===== src/rtl/pool_pkg.sv =====
// Shared types and index helpers for the sequential max-pooling engine.
package pool_pkg;

    typedef enum logic [1:0] {
        IDLE,
        LOAD,
        SCAN,
        OUT
    } state_t;

    function automatic int out_count(int ax, int ay, int kx, int ky);
        return (ax - kx + 1) * (ay - ky + 1);
    endfunction

    function automatic int elem_index(int x, int y, int ax);
        return y * ax + x;
    endfunction

endpackage


===== src/rtl/pool_max_acc.sv =====
// Running-maximum accumulator: load takes the first element, later elements replace it only if larger.
// POOL_SEQ_SIGNED_EN selects a two's-complement comparator instead of unsigned.
module pool_max_acc #(
    parameter int DEPTH = 8
) (
    input  logic             clk,
    input  logic             rst_n,
    input  logic             en,
    input  logic             load,
    input  logic [DEPTH-1:0] d,
    output logic [DEPTH-1:0] q
);

    logic greater;

`ifdef POOL_SEQ_SIGNED_EN
    assign greater = $signed(d) > $signed(q);
`else
    assign greater = d > q;
`endif

    // Ties keep the held value.
    always_ff @(posedge clk or negedge rst_n) begin
        if (!rst_n)
            q <= '0;
        else if (en && (load || greater))
            q <= d;
    end

endmodule


===== src/rtl/pool_window_sequencer.sv =====
// Buffers one AX x AY frame, then emits the max of every KX x KY window (stride 1), y-origin fastest.
// Build with POOL_SEQ_SIGNED_EN defined for a signed comparator.
module pool_window_sequencer
    import pool_pkg::*;
#(
    parameter int DEPTH = 8,
    parameter int KX    = 3,
    parameter int KY    = 3,
    parameter int AX    = 8,
    parameter int AY    = 8
) (
    input  logic             clk,
    input  logic             rst_n,
    input  logic             start,
    input  logic             in_valid,
    output logic             in_ready,
    input  logic [DEPTH-1:0] in_data,
    output logic             out_valid,
    input  logic             out_ready,
    output logic [DEPTH-1:0] out_data,
    output logic             out_last,
    output logic             busy,
    output logic             done
);

    localparam int NELEM = AX * AY;
    localparam int NOUT  = out_count(AX, AY, KX, KY);
    localparam int AW    = $clog2(NELEM);
    localparam int XW    = $clog2(AX) + 1;
    localparam int YW    = $clog2(AY) + 1;
    localparam int KXW   = $clog2(KX) + 1;
    localparam int KYW   = $clog2(KY) + 1;
    localparam int RW    = $clog2(NOUT) + 1;

    state_t         state;
    logic [XW-1:0]  lx, wi;
    logic [YW-1:0]  ly, wj;
    logic [KXW-1:0] kx;
    logic [KYW-1:0] ky;
    logic [RW-1:0]  res_cnt;

    logic [DEPTH-1:0] frame [NELEM];
    logic [AW-1:0]    wr_addr, rd_addr;
    logic             load_fire, scan_first;

    assign load_fire  = in_valid && in_ready;
    assign scan_first = (kx == '0) && (ky == '0);
    assign wr_addr    = AW'(elem_index(int'(lx), int'(ly), AX));
    assign rd_addr    = AW'(elem_index(int'(wi) + int'(kx), int'(wj) + int'(ky), AX));

    // Frame storage carries no reset; it is fully rewritten before every scan.
    always_ff @(posedge clk) begin
        if (load_fire)
            frame[wr_addr] <= in_data;
    end

    pool_max_acc #(.DEPTH(DEPTH)) u_acc (
        .clk   (clk),
        .rst_n (rst_n),
        .en    (state == SCAN),
        .load  (scan_first),
        .d     (frame[rd_addr]),
        .q     (out_data)
    );

    always_ff @(posedge clk or negedge rst_n) begin
        if (!rst_n) begin
            state     <= IDLE;
            in_ready  <= 1'b0;
            out_valid <= 1'b0;
            out_last  <= 1'b0;
            busy      <= 1'b0;
            done      <= 1'b0;
            lx        <= '0;
            ly        <= '0;
            wi        <= '0;
            wj        <= '0;
            kx        <= '0;
            ky        <= '0;
            res_cnt   <= '0;
        end else begin
            done <= 1'b0;
            case (state)
                IDLE: begin
                    if (start) begin
                        state    <= LOAD;
                        in_ready <= 1'b1;
                        busy     <= 1'b1;
                        lx       <= '0;
                        ly       <= '0;
                        wi       <= '0;
                        wj       <= '0;
                        kx       <= '0;
                        ky       <= '0;
                        res_cnt  <= '0;
                    end
                end
                LOAD: begin
                    if (load_fire) begin
                        if (lx == XW'(AX - 1)) begin
                            lx <= '0;
                            if (ly == YW'(AY - 1)) begin
                                ly       <= '0;
                                in_ready <= 1'b0;
                                state    <= SCAN;
                            end else begin
                                ly <= ly + 1'b1;
                            end
                        end else begin
                            lx <= lx + 1'b1;
                        end
                    end
                end
                SCAN: begin
                    // ky outer, kx inner; the final element lands in the accumulator on this edge
                    if (kx == KXW'(KX - 1)) begin
                        kx <= '0;
                        if (ky == KYW'(KY - 1)) begin
                            ky        <= '0;
                            state     <= OUT;
                            out_valid <= 1'b1;
                            out_last  <= (res_cnt == RW'(NOUT - 1));
                        end else begin
                            ky <= ky + 1'b1;
                        end
                    end else begin
                        kx <= kx + 1'b1;
                    end
                end
                OUT: begin
                    if (out_ready) begin
                        out_valid <= 1'b0;
                        out_last  <= 1'b0;
                        res_cnt   <= res_cnt + 1'b1;
                        if (res_cnt == RW'(NOUT - 1)) begin
                            state <= IDLE;
                            busy  <= 1'b0;
                            done  <= 1'b1;
                        end else begin
                            state <= SCAN;
                            if (wj == YW'(AY - KY)) begin
                                wj <= '0;
                                wi <= wi + 1'b1;
                            end else begin
                                wj <= wj + 1'b1;
                            end
                        end
                    end
                end
                default: state <= IDLE;
            endcase
        end
    end

endmodule


===== config.mk =====
export PLATFORM = sky130hd
export DESIGN_NAME = pool_window_sequencer
export DESIGN_NICKNAME = d
export VERILOG_FILES = /design/src/rtl/pool_pkg.sv /design/src/rtl/pool_max_acc.sv /design/src/rtl/pool_window_sequencer.sv
export SDC_FILE = /design/constraint.sdc
export NUM_CORES = 1
export LEC_CHECK = 0
export ABC_AREA = 1
export ABC_CLOCK_PERIOD_IN_PS = 4000
export CORE_UTILIZATION = 39
export DETAILED_ROUTE_END_ITERATION = 8
export GPL_TIMING_DRIVEN = 0
export SETUP_SLACK_MARGIN = 0.1
export SLEW_MARGIN = 20
export SYNTH_ARGS = -nofsm -noshare
export SYNTH_HDL_FRONTEND = slang
export SYNTH_HIERARCHICAL = 1
export SYNTH_SLANG_ARGS = --single-unit

===== constraint.sdc =====
create_clock -name clk -period 4 [get_ports clk]
set_input_delay 0.8 -clock clk [delete_from_list [all_inputs] [get_ports clk]]
set_output_delay 0.8 -clock clk [all_outputs]
set_load 0.1 [all_outputs]

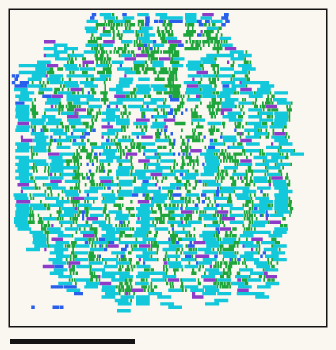
(run_1/cell_classes.png)
The bar under the picture is 100 um long.
cyan -> flip-flops  # cells 556
green -> all other logic  # cells 1776
purple -> clock drivers and dummy loads  # cells 106
blue -> other buffers and delay cells  # cells 148
sequential share of cell area: 58.2%
core outline area: 61800 um^2
Final Util: 45.8%
fin area: 28300 um^2

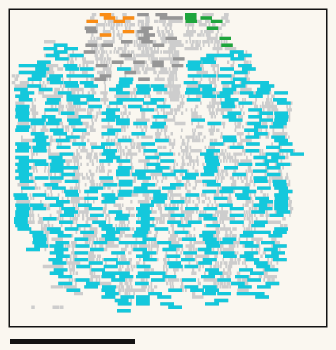
(run_1/registers.png)
The bar under the picture is 100 um long. Other sequential cells in the stronger gray, the rest of the logic in the fainter gray.
orange -> res_cnt  # placed flops 7
cyan -> frame  # placed flops 512
green -> u_acc/q  # placed flops 8

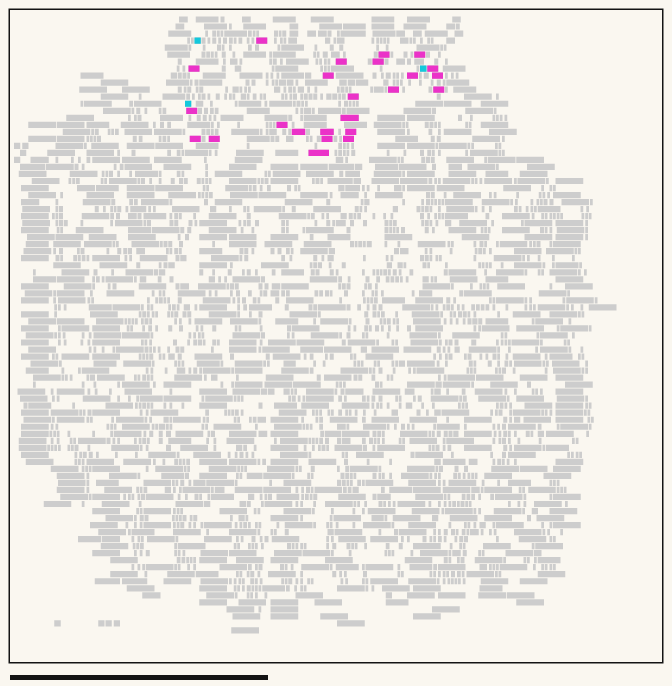
(run_1/gate_families.png)
The bar under the picture is 100 um long.
cyan -> AND-OR and OR-AND gates  # cells 3, most used o21a_1
magenta -> adder and majority cells  # cells 24, most used ha_1, where top center
Finished Layout Cells: 3423
most frequent logic cell in the layout: nand2_1

==> flow_summary.json, run 1 <==
{
  "crit_family": "simple AND/OR/NAND/NOR gates",
  "remaining_drc_errors": 0,
  "crit-reg2reg-launch": "wi[0]",
  "grt_pass1_vias": 16900,
  "cts_buffers": 57,
  "fin_setup_tns_ns": 0,
  "outcome": "finished clean",
  "final-clk-cell-share_pct": 6.37,
  "ys.flops": 556,
  "wl_met1_um": 29300,
  "finalSetupViolations": 0,
  "fmax_mhz": 270,
  "largest_area_cell": "edfxtp_1",
  "ant_nets": 0,
  "final_cell_mix": "nand2_1, edfxtp_1, nand3_1",
  "die_width_um": 253,
  "largest_cell_class": "flip-flops and latches",
  "ctsHoldBuffers": 0,
  "yosysChipArea_um2": 24500,
  "io_buffers": 25,
  "grtUsageTotal_pct": 22.3,
  "synth_cell_types": 33,
  "ys_cells": 2439,
  "avgViaCountPerCell": 5.07,
  "root_buffer": "clkbuf_16",
  "synth.avg_cell_area_um2": 10.0,
  "drive_gt1_share_pct": 9.40,
  "end_kind": "register",
  "wirelength_um": 69900,
  "drtPass1Iterations": 5,
  "clkTransAtPathRegs_ns": 0.06,
  "cp_slowest_cell": "fa_2",
  "clock_latency_ns": 0.64,
  "wl_per_cell_um": 20.4,
  "post-route-period-util_pct": 92.6,
  "n_all_buffers": 148,
  "regArea_um2": 16500,
  "use_met2_pct": 34.8,
  "synth.top_cell.area_share_pct": 62.8,
  "nets": 2576,
  "r2r-end": "u_acc/q[4]",
  "antenna_found_initial": 1,
  "post_cts_buffers": 2,
  "logic_area_um2": 6680,
  "gr-usage-met3_pct": 4.44,
  "vias": 17400,
  "grt_busiest_layer": "met2",
  "comb_area_share_pct": 23.6,
  "placedCellCount": 3311,
  "antenna_cells": 0,
  "dp_hpwl_um": 47900,
  "grt_overflow_total": 0,
  "crit_fanout": 10,
  "seq_cells": 556,
  "cap_violations": 0,
  "syn_inst": 2439,
  "buffer_area_share_pct": 4.24,
  "route.met3.wl_um": 5760
}
[run 1: cell usage after synthesis]
library cell    n
nand2_1       892
o31ai_1         2
o21ai_1         9
nand3_1       363
mux2i_1         1
nor2_1         97
fa_1            2
xor2_2          1
xor2_1          7
clkbuf_1       79
nand2_4         2
xnor2_1         6
a21o_1          1
ha_1           22
a21oi_1        18
inv_2           1
nor3_1         12
nand2_2         1
nor3b_1         1
o21ai_0        33
o22ai_1         1
dfrtp_1        44
nor4_1          1
clkinv_1        1
o21a_1          2
nor2_2          1
buf_1          16
inv_1         294
nand4_1         4
o41ai_1         1
edfxtp_1      512
buf_2          11
clkbuf_8        1
[run 1: worst max path at each step]
stage          start    endpoint  slack, ns  cells past startpoint
6_report       wi[0]  u_acc/q[4]       0.30                     24
5_1_grt        wi[0]  u_acc/q[2]        0.1                     27
4_1_cts        wj[0]  u_acc/q[4]       0.10                     20
3_5_place_dp   wi[0]  u_acc/q[4]      -1.02                     22
3_3_place_gp   wi[0]  u_acc/q[0]      -1.00                     22
2_1_floorplan  kx[0]  u_acc/q[0]       0.68                     21
[run 1: registers in the layout (all words and copies together) (netlist names)]
register and cells:
out_valid 1, ly 4, busy 1, ky 3, done 1, frame 512
u_acc/q 8, out_last 1, wi 4, kx 3, state 2, res_cnt 7
wj 4, lx 4, in_ready 1
[run 1: kinds of logic after synthesis]
family / count (synthesis) / share of synthesized area [%]
xor+xnor: 14 / 0.532
flops: 556 / 67.3
fa+ha+maj: 24 / 1.29
mux: 1 / 0.0409
compound gates: 67 / 1.44
buf+inv: 403 / 6.28
simple gates: 1374 / 23.1
## Run 2: what changed since run 1
- REMOVE_ABC_BUFFERS: not set -> 1
- SETUP_SLACK_MARGIN: 0.1 -> 0.5
- SLEW_MARGIN: 20 -> 40
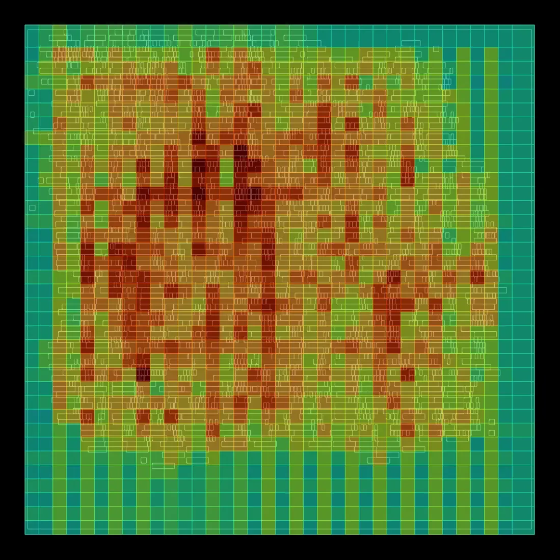
(run_2/final_congestion.png)
Final Util: 47.7%
met1 Use GR: 29.8%
GRT met2 Usage: 34.6%
busiest grt layer: met2

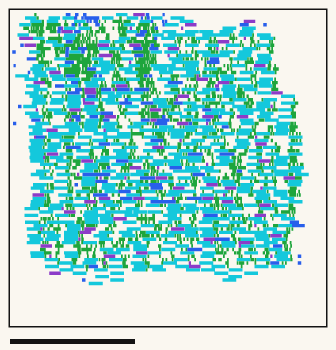
(run_2/cell_classes.png)
The bar under the picture is 100 um long.
green -> all other logic  # cells 1781
cyan -> flip-flops  # cells 556
purple -> clock drivers and dummy loads  # cells 104
blue -> other buffers and delay cells  # cells 127
sequential share of cell area: 55.9%
fin area: 29500 um^2
# rows: 91

==> run 2 against run 1 <==
Via count is 1.5% higher. Sequential share of layout area is 2.3 points lower. Clock-buffer cell count is 8 higher. Critical path type unchanged. Critical endpoint is now u_acc/q[2].
==> flow_summary.json, run 2 <==
{
  "largest_register_ffs": 512,
  "synth_cell_types": 33,
  "gr-usage-met3_pct": 3.47,
  "edf_count": 512,
  "crit_family": "simple AND/OR/NAND/NOR gates",
  "synth.top_cell.area_share_pct": 62.8,
  "route.met3.wl_um": 5140,
  "drtPass1Iterations": 5,
  "simple_gate_share_pct": 23.1,
  "io_buffers": 25,
  "placedCellCount": 3228,
  "root_buffer": "clkbuf_16",
  "synth-main-ff-cell": "edfxtp_1",
  "async_flop_share_pct": 7.91,
  "cts_buffers": 57,
  "ctsHoldBuffers": 0,
  "grt_pass1_vias": 16900,
  "ys_sh_mux_pct": 0.0409,
  "final_cell_mix": "nand2_1, edfxtp_1, nand3_1",
  "clock_latency_ns": 0.62,
  "avgViaCountPerCell": 5.17,
  "ys.flops": 556,
  "dp_hpwl_um": 37100,
  "die_width_um": 253,
  "clkTransAtPathRegs_ns": 0.06,
  "lay_top_count": "nand2_1",
  "layoutNonFillerInstCount": 3405,
  "ant_nets": 0,
  "yosysChipArea_um2": 24500,
  "grt_overflow_total": 0,
  "outcome": "finished clean",
  "fmax_mhz": 267,
  "synth-adder-area-share_pct": 1.29,
  "remaining_drc_errors": 0,
  "synth_top_cell_by_count": "nand2_1",
  "nets": 2560,
  "wl_met1_um": 29200,
  "grtUsageTotal_pct": 21.8,
  "synthTopCellsByCount": "nand2_1, edfxtp_1, nand3_1, inv_1, nor2_1",
  "end_kind": "register",
  "core_um2": 61800,
  "cp_slowest_cell": "fa_4",
  "largestRegisters": "frame x512, u_acc/q x8, res_cnt x7",
  "top_register": "frame",
  "synth.avg_cell_area_um2": 10.0,
  "post-route-period-util_pct": 93.7
}
==> run 2: cell count changes in the layout (fill, tap and decap cells not counted), moves of 13 or more <==
cell	change
clkbuf_2	-33
nand3_1	-28
clkbuf_4	-27
nand3_2	+26
buf_4	+24
nand2_1	-22
nand2_2	+21
buf_16	+19
nor2_1	-19
nor2_2	+19
buf_12	+15
clkdlybuf4s50_1	-13
==> run 2: final cells by class <==
type                       count  area, um^2  share of cell area, %
timing repair buffer         127        2010                   6.80
clock buffer                  78        1560                   5.28
timing repair inverter         4        53.8                  0.182
sequential                   556       16500                   55.9
inverter                     296        1140                   3.88
multi-input combinational   1481        7050                   23.9
tap                          837        1050                   3.55
clock inverter                26         168                  0.568
==> run 2: final timing paths <==
| kind | start | end | slack (ns) | cells past startpoint |
|---|---|---|---|---|
| max in group asynchronous | rst_n | state[0] | 3.51 | 2 |
| worst min-delay path | rst_n | out_valid | 0.08 | 1 |
| worst max-delay path | kx[0] | u_acc/q[2] | 0.25 | 26 |
| worst min register to register | out_valid | out_valid | 0.47 | 2 |
| worst max register to register | kx[0] | u_acc/q[2] | 0.25 | 26 |
| min in group clk | out_valid | out_valid | 0.47 | 2 |
==> run 2: metrics by stage <==
stage,setup TNS (ns),hold WS (ns),cell area (um^2)
4_1_cts,0,0.0693,29300
3_5_place_dp,-8.28,0.457,26000
3_3_place_gp,-165.88,0.458,25400
6_report,0,0.0841,29500
5_1_grt,0,0.105,29500
2_1_floorplan,-66.46,0.494,24100
==> run 2: timing repair <==
item / 4_1_cts / 5_1_grt
pin swaps: 42 / 13
resized: 107 / 28
cloned: 29 / 1
endpoints found under the setup margin: 8 / 8
buffers inserted: 37 / 6
